## src/rtl/unary_pkg.sv

```systemverilog
// Shared definitions for the unary encode/decode blocks: FSM state type and
// window/count sizing helpers.
package unary_pkg;

  typedef enum logic {
    IDLE  = 1'b0,
    COUNT = 1'b1
  } state_t;

  // Cycles per unary window for a given magnitude width.
  function automatic int window_len(input int size);
    return (1 << size) + 2;
  endfunction

  // Counter width able to hold every count 0..window without wrapping.
  function automatic int count_width(input int window);
    return $clog2(window + 1);
  endfunction

endpackage

```

## src/rtl/unary_lane_counter.sv

```systemverilog
// One unary lane: accumulates ones over a window, holds the sampled sign and
// presents the saturated two's-complement value of the final count.
module unary_lane_counter
  import unary_pkg::*;
#(
  parameter int BIT_WIDTH = 5,
  parameter int SIZE      = BIT_WIDTH - 1,
  parameter int WINDOW    = window_len(SIZE)
) (
  input  logic                        clk,
  input  logic                        load,
  input  logic                        count_en,
  input  logic                        unary_bit,
  input  logic                        sign_bit,
  output logic signed [BIT_WIDTH-1:0] result,
  output logic                        sat
);

  localparam int            CW      = count_width(WINDOW);
  localparam logic [CW-1:0] MAX_MAG = CW'((1 << SIZE) - 1);

  logic [CW-1:0] count;
  logic          sign;
  logic [CW-1:0] final_count;

  // Clamp a raw count to the largest representable magnitude.
  function automatic logic [SIZE-1:0] sat_mag(input logic [CW-1:0] c);
    if (c > MAX_MAG) begin
      return {SIZE{1'b1}};
    end
    return c[SIZE-1:0];
  endfunction

  // Apply sign to a magnitude; a zero magnitude stays zero when negated.
  function automatic logic signed [BIT_WIDTH-1:0] apply_sign(input logic [SIZE-1:0] m,
                                                             input logic            s);
    logic signed [BIT_WIDTH-1:0] v;
    v = signed'(BIT_WIDTH'(m));
    return s ? -v : v;
  endfunction

  // Window accumulator: a window open reloads with this cycle's bit and sign.
  always_ff @(posedge clk) begin
    if (load) begin
      count <= CW'(unary_bit);
      sign  <= sign_bit;
    end else if (count_en) begin
      count <= count + CW'(unary_bit);
    end
  end

  // The final count includes the bit arriving in the window's last cycle.
  assign final_count = count + CW'(unary_bit);
  assign sat         = (final_count > MAX_MAG);
  assign result      = apply_sign(sat_mag(final_count), sign);

endmodule

```

## src/rtl/unary_stream_decoder.sv

```systemverilog
// Converts per-lane unary pulse streams into signed binary words over a fixed
// window opened by frame_start, with a valid/ready output register and sticky
// overrun / framing error flags.
module unary_stream_decoder
  import unary_pkg::*;
#(
  parameter int BIT_WIDTH = 5,
  parameter int SIZE      = BIT_WIDTH - 1,
  parameter int LANES     = 2,
  parameter int WINDOW    = window_len(SIZE)
) (
  input  logic                              clk,
  input  logic                              reset,
  input  logic                              frame_start,
  input  logic [LANES-1:0]                  unary_in,
  input  logic [LANES-1:0]                  sign_in,
  output logic                              out_valid,
  input  logic                              out_ready,
  output logic [LANES-1:0][BIT_WIDTH-1:0]   out_data,
  output logic [LANES-1:0]                  out_sat,
  output logic                              busy,
  output logic                              overrun,
  output logic                              frame_err
);

  localparam int            WW       = $clog2(WINDOW);
  localparam logic [WW-1:0] LAST_POS = WW'(WINDOW - 1);

  state_t                          state;
  logic [WW-1:0]                   wcnt;
  logic                            counting;
  logic                            last;
  logic                            accept;
  logic [LANES-1:0][BIT_WIDTH-1:0] lane_result;
  logic [LANES-1:0]                lane_sat;

  // wcnt is the position of the current cycle inside the window; the
  // frame_start cycle is position 0, so the window closes at WINDOW-1.
  assign counting = (state == COUNT);
  assign last     = counting && (wcnt == LAST_POS);
  assign accept   = out_valid && out_ready;
  assign busy     = counting;

  for (genvar i = 0; i < LANES; i++) begin : g_lane
    unary_lane_counter #(
      .BIT_WIDTH (BIT_WIDTH),
      .SIZE      (SIZE),
      .WINDOW    (WINDOW)
    ) u_lane (
      .clk       (clk),
      .load      (frame_start),
      .count_en  (counting),
      .unary_bit (unary_in[i]),
      .sign_bit  (sign_in[i]),
      .result    (lane_result[i]),
      .sat       (lane_sat[i])
    );
  end

  // Window FSM, output register and sticky flags.
  always_ff @(posedge clk) begin
    if (reset) begin
      state     <= IDLE;
      wcnt      <= '0;
      out_valid <= 1'b0;
      out_data  <= '0;
      out_sat   <= '0;
      overrun   <= 1'b0;
      frame_err <= 1'b0;
    end else begin
      // Output register: a finished window loads only if the slot is free or
      // being drained this cycle; otherwise the new result is dropped.
      if (last) begin
        if (!out_valid || out_ready) begin
          out_valid <= 1'b1;
          out_data  <= lane_result;
          out_sat   <= lane_sat;
        end else begin
          overrun <= 1'b1;
        end
      end else if (accept) begin
        out_valid <= 1'b0;
      end

      case (state)
        IDLE: begin
          if (frame_start) begin
            state <= COUNT;
            wcnt  <= WW'(1);
          end
        end
        COUNT: begin
          if (frame_start) begin
            // A new window opening exactly on the closing cycle is a legal
            // back-to-back start; anywhere else it aborts the partial window.
            wcnt <= WW'(1);
            if (!last) begin
              frame_err <= 1'b1;
            end
          end else if (last) begin
            state <= IDLE;
            wcnt  <= '0;
          end else begin
            wcnt <= wcnt + WW'(1);
          end
        end
        default: begin
          state <= IDLE;
          wcnt  <= '0;
        end
      endcase
    end
  end

endmodule

```

## config.mk

```make
export PLATFORM = sky130hd
export DESIGN_NAME = unary_stream_decoder
export DESIGN_NICKNAME = d
export VERILOG_FILES = /design/src/rtl/unary_pkg.sv /design/src/rtl/unary_lane_counter.sv /design/src/rtl/unary_stream_decoder.sv
export SDC_FILE = /design/constraint.sdc
export NUM_CORES = 1
export LEC_CHECK = 0
export CORE_MARGIN = 1
export CORE_UTILIZATION = 35
export DETAILED_ROUTE_END_ITERATION = 8
export GPL_TIMING_DRIVEN = 0
export PLACE_DENSITY = 0.66
export SETUP_SLACK_MARGIN = 0.1
export SLEW_MARGIN = 10
export SYNTH_ARGS = -nofsm -noshare
export SYNTH_HDL_FRONTEND = slang
export SYNTH_SLANG_ARGS = --single-unit
```

## constraint.sdc

```tcl
create_clock -name clk -period 2.26 [get_ports clk]
set_input_delay 0.678 -clock clk [delete_from_list [all_inputs] [get_ports clk]]
set_output_delay 0.678 -clock clk [all_outputs]
set_load 0.1 [all_outputs]
```

Figure 1. Register map, names as in the netlist.
(4 px per um) Other sequential cells in the stronger gray, the rest of the logic in the fainter gray.
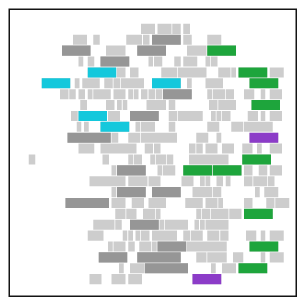
out_data -> green  # sequential cells 10
wcnt -> cyan  # sequential cells 5
out_sat -> purple  # sequential cells 2
not colored = 16
register area: 701 um2
final core occ: 48.5%
sequential cell area share: 32.3%

Figure 2. Placement by cell class.
(4 px per um)
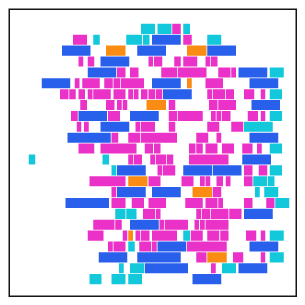
registers -> blue  # cells 33
remaining buffers and delay cells -> cyan  # cells 33
clock drivers and dummy loads -> orange  # cells 8
remaining logic cells -> magenta  # cells 137

Figure 3. Nets reached from selected ports.
(6 px per um)
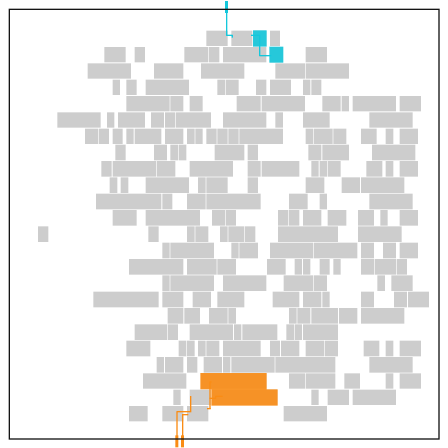
sign_in -> orange  # bits 2, direction input, end cells 2, buffers 2, wire 20.8 um
out_ready -> cyan  # bits 1, direction input, end cells 2, buffers 1, wire 11.8 um
I/O Buffers: 23
# IOs: 24

==> reports/results.txt <==
status - finished, violations left
violated checks - design-rule violations
Log Warnings - 28
Post-synth EDFFs - 4
final setup violation count - 0
clock-pin slew on the worst setup and hold paths - 0.07 ns
register share of total power - 49.5%
final hold violations - 0
asr flop ratio synth - 0%
drt pass-1 iters - 6
vias in the first global route - 1233
yosys simple share - 21.8%
hold endpoint - out_data[6]
WL met3 - 142 um
GR peak layer - met2
Synth Area in Compound Gates - 14.8%
Post-CTS Setup Bufs - 2
power density cells - 584 nW/um2
top sig layer - met4
CTS max path bufs - 2
Final Non-Filler Cells - 263
Crit-path slowest cell - dlygate4sd2_1
Die ar. - 5090 um2
antenna violations before repair - 0
routed via count - 1329
Least-Margin Pin Slew - 0.953 ns
highest-power group - sequential cells
Inst Count DP - 253
Comb. pwr - 0.186 mW
MUX area fraction - 2.53%
XOR-XNOR Cells, Area Fraction - 9.29%
Min-Delay Path Depth - 2
grt ovf - 0
cell area after synthesis - 1680 um2
Reg-to-Reg End - out_data[6]
Cell Type Count - 42
Post-synth seq share - 41.6%
R2R setup slack - 0.41 ns
FMAX - 470 MHz
Max-area cell share - 34.5%
drt initial violations - 49
Combinational Power Share - 14.7%
Setup TNS - 0 ns
routability congestion estimate - 0.749
Worst Setup Slack, final - 0.130 ns
Cell area leaders - dfxtp_1, edfxtp_1, ha_1
diode count - 0
Synth top cells by count - dfxtp_1, nor2_1, nand2_1, a21oi_1, xor2_1
post_cts resized - 31
Tmin final - 2.13 ns
met3 usage - 3.80%
hpwl dp - 2.34 mm
most frequent logic cell in the layout - dfxtp_1
Finished Cell Area - 2170 um2
min-delay worst type - flop to flop
Seq. pwr - 0.627 mW
cell count after synthesis - 178
CP bufs+invs - 1
first-pass GRT wire length - 5.62 mm
Final Cycle Share - 94.2%
FP Util - 37.6%
Clk power - 0.453 mW
pin count of the biggest net entering global routing - 11
number of cells in Yosys stat - 178
hold path start - out_data[6]
biggest regs - g_lane.u_lane.count: 10 flops, out_data: 10 flops, wcnt: 5 flops
WP depth - 1
Synth Flop Type - dfxtp_1
CTS tree - done
Yosys chip area - 1680 um2
total track usage - 14.2%
Adder Area Share - 5.94%
CTS Root Cell - clkbuf_8
H-tree levels - 2
syn nets - 194
met2 Use GR - 22.2%
unrepaired setup endpoints after global routing - false
final net count - 226
Post-Place Setup Slack - -0.590 ns
Critical Path Source - out_sat[1]
Max stage delay on crit path - 0.85 ns
synth warn - 0
R2R depth - 9
clock network power share - 35.7%
cell type with the largest total area - dfxtp_1
P&R area growth vs syn - 28.8%
Switching Share - 25.4%
DP Area - 2010 um2
Relative slew margins - 36.7%
vias per cell - 5.05
share of layout cells above drive strength 1 - 20.4%
dominant logic cell types in the final layout - dfxtp_1, nor2_1, nand2_1, xor2_1, a21oi_1
Wirelength per Cell - 12.3 um
final hold slack - 0.458 ns
critical path peak fanout - 2
Metal-1 WL - 1.56 mm
Critical Path Start Type - flop
# DRC - 2
met1 usage - 18.9%
Die Y-Extent - 71.4 um
Main logic family - simple AND/OR/NAND/NOR gates
Clock Skew - 0.00400 ns
CTS buffer count - 5
CTS Sinks - 33
Detail Route Antenna Nets - 0
Crit. End Element - output pin
Max-Cap Viols - 0
CP delay by family, top - buffers and inverters
# hold bufs at CTS - 0
PnR Total Power - 1.27 mW
DIE WIDTH - 71.4 um
Int Pwr - 0.944 mW
Leak Pwr - 0.817 nW
RR Startpoint - g_lane[1].u_lane.count[0]
crit path DRT - 1.58 ns
peak supply drop - 0.240 mV
crit-path cells - dlygate4sd2_1
Mean Syn Cell Area - 9.46 um2
Synth top cell by count - dfxtp_1
ys flops - 33
Worst EP arrival - 1.45 ns
critical path type - flop to output pin
Max Slew Vio Count - 0
net switching power - 0.322 mW
clk_lat worst skew - 0.28 ns
WL met2 - 1.48 mm
final wirelength - 3.22 mm
Figure 4. Cell outlines without signal wires.
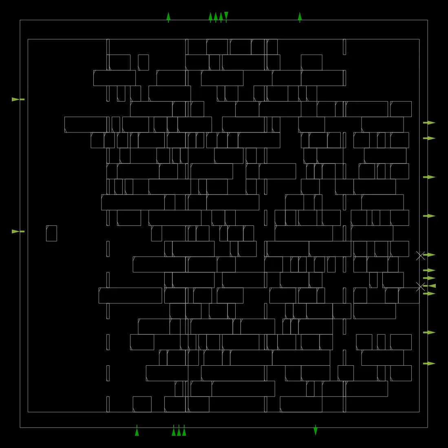
core area: 4470 um2
FP Rows: 24
# Taps: 52

Figure 5. Clock distribution.
(4 px per um)
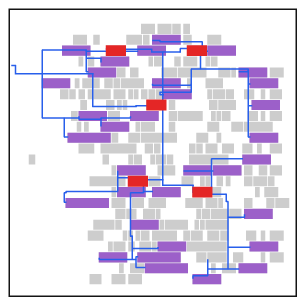
flip-flops -> purple  # count 33
clock-net drivers -> red  # count 5
clock wires -> blue  # length 435 um
flops lie = all over the die
routed clock nets = 6

-- kinds of logic (layout without fill, tap and decap cells) --
logic type,after synthesis,count (layout)
mux,4,4
buf+inv,13,46
fa+ha+maj,8,8
simple gates,69,69
xor+xnor,17,17
compound gates,34,34
flops,33,33
-- final cells by class --
cell class,instances,area [um2]
clock buffers,8,90.1
repair buffers,25,220
well taps,52,65.1
inverters,5,18.8
fillers,430,2310
multi-input cells,132,1020
plain buffers,8,51.3
flip-flops and latches,33,701
-- how the worst max path moves through the flow --
stage	to	slack, ns
finish	out_sat[1]	0.13
global route	out_data[9]	0.10
CTS	overrun	0.10
detailed placement	out_data[6]	-0.59
global placement	out_data[6]	-0.54
floorplan	out_data[6]	0.09
No activity file was given, so power comes from the tool's default toggle rates.
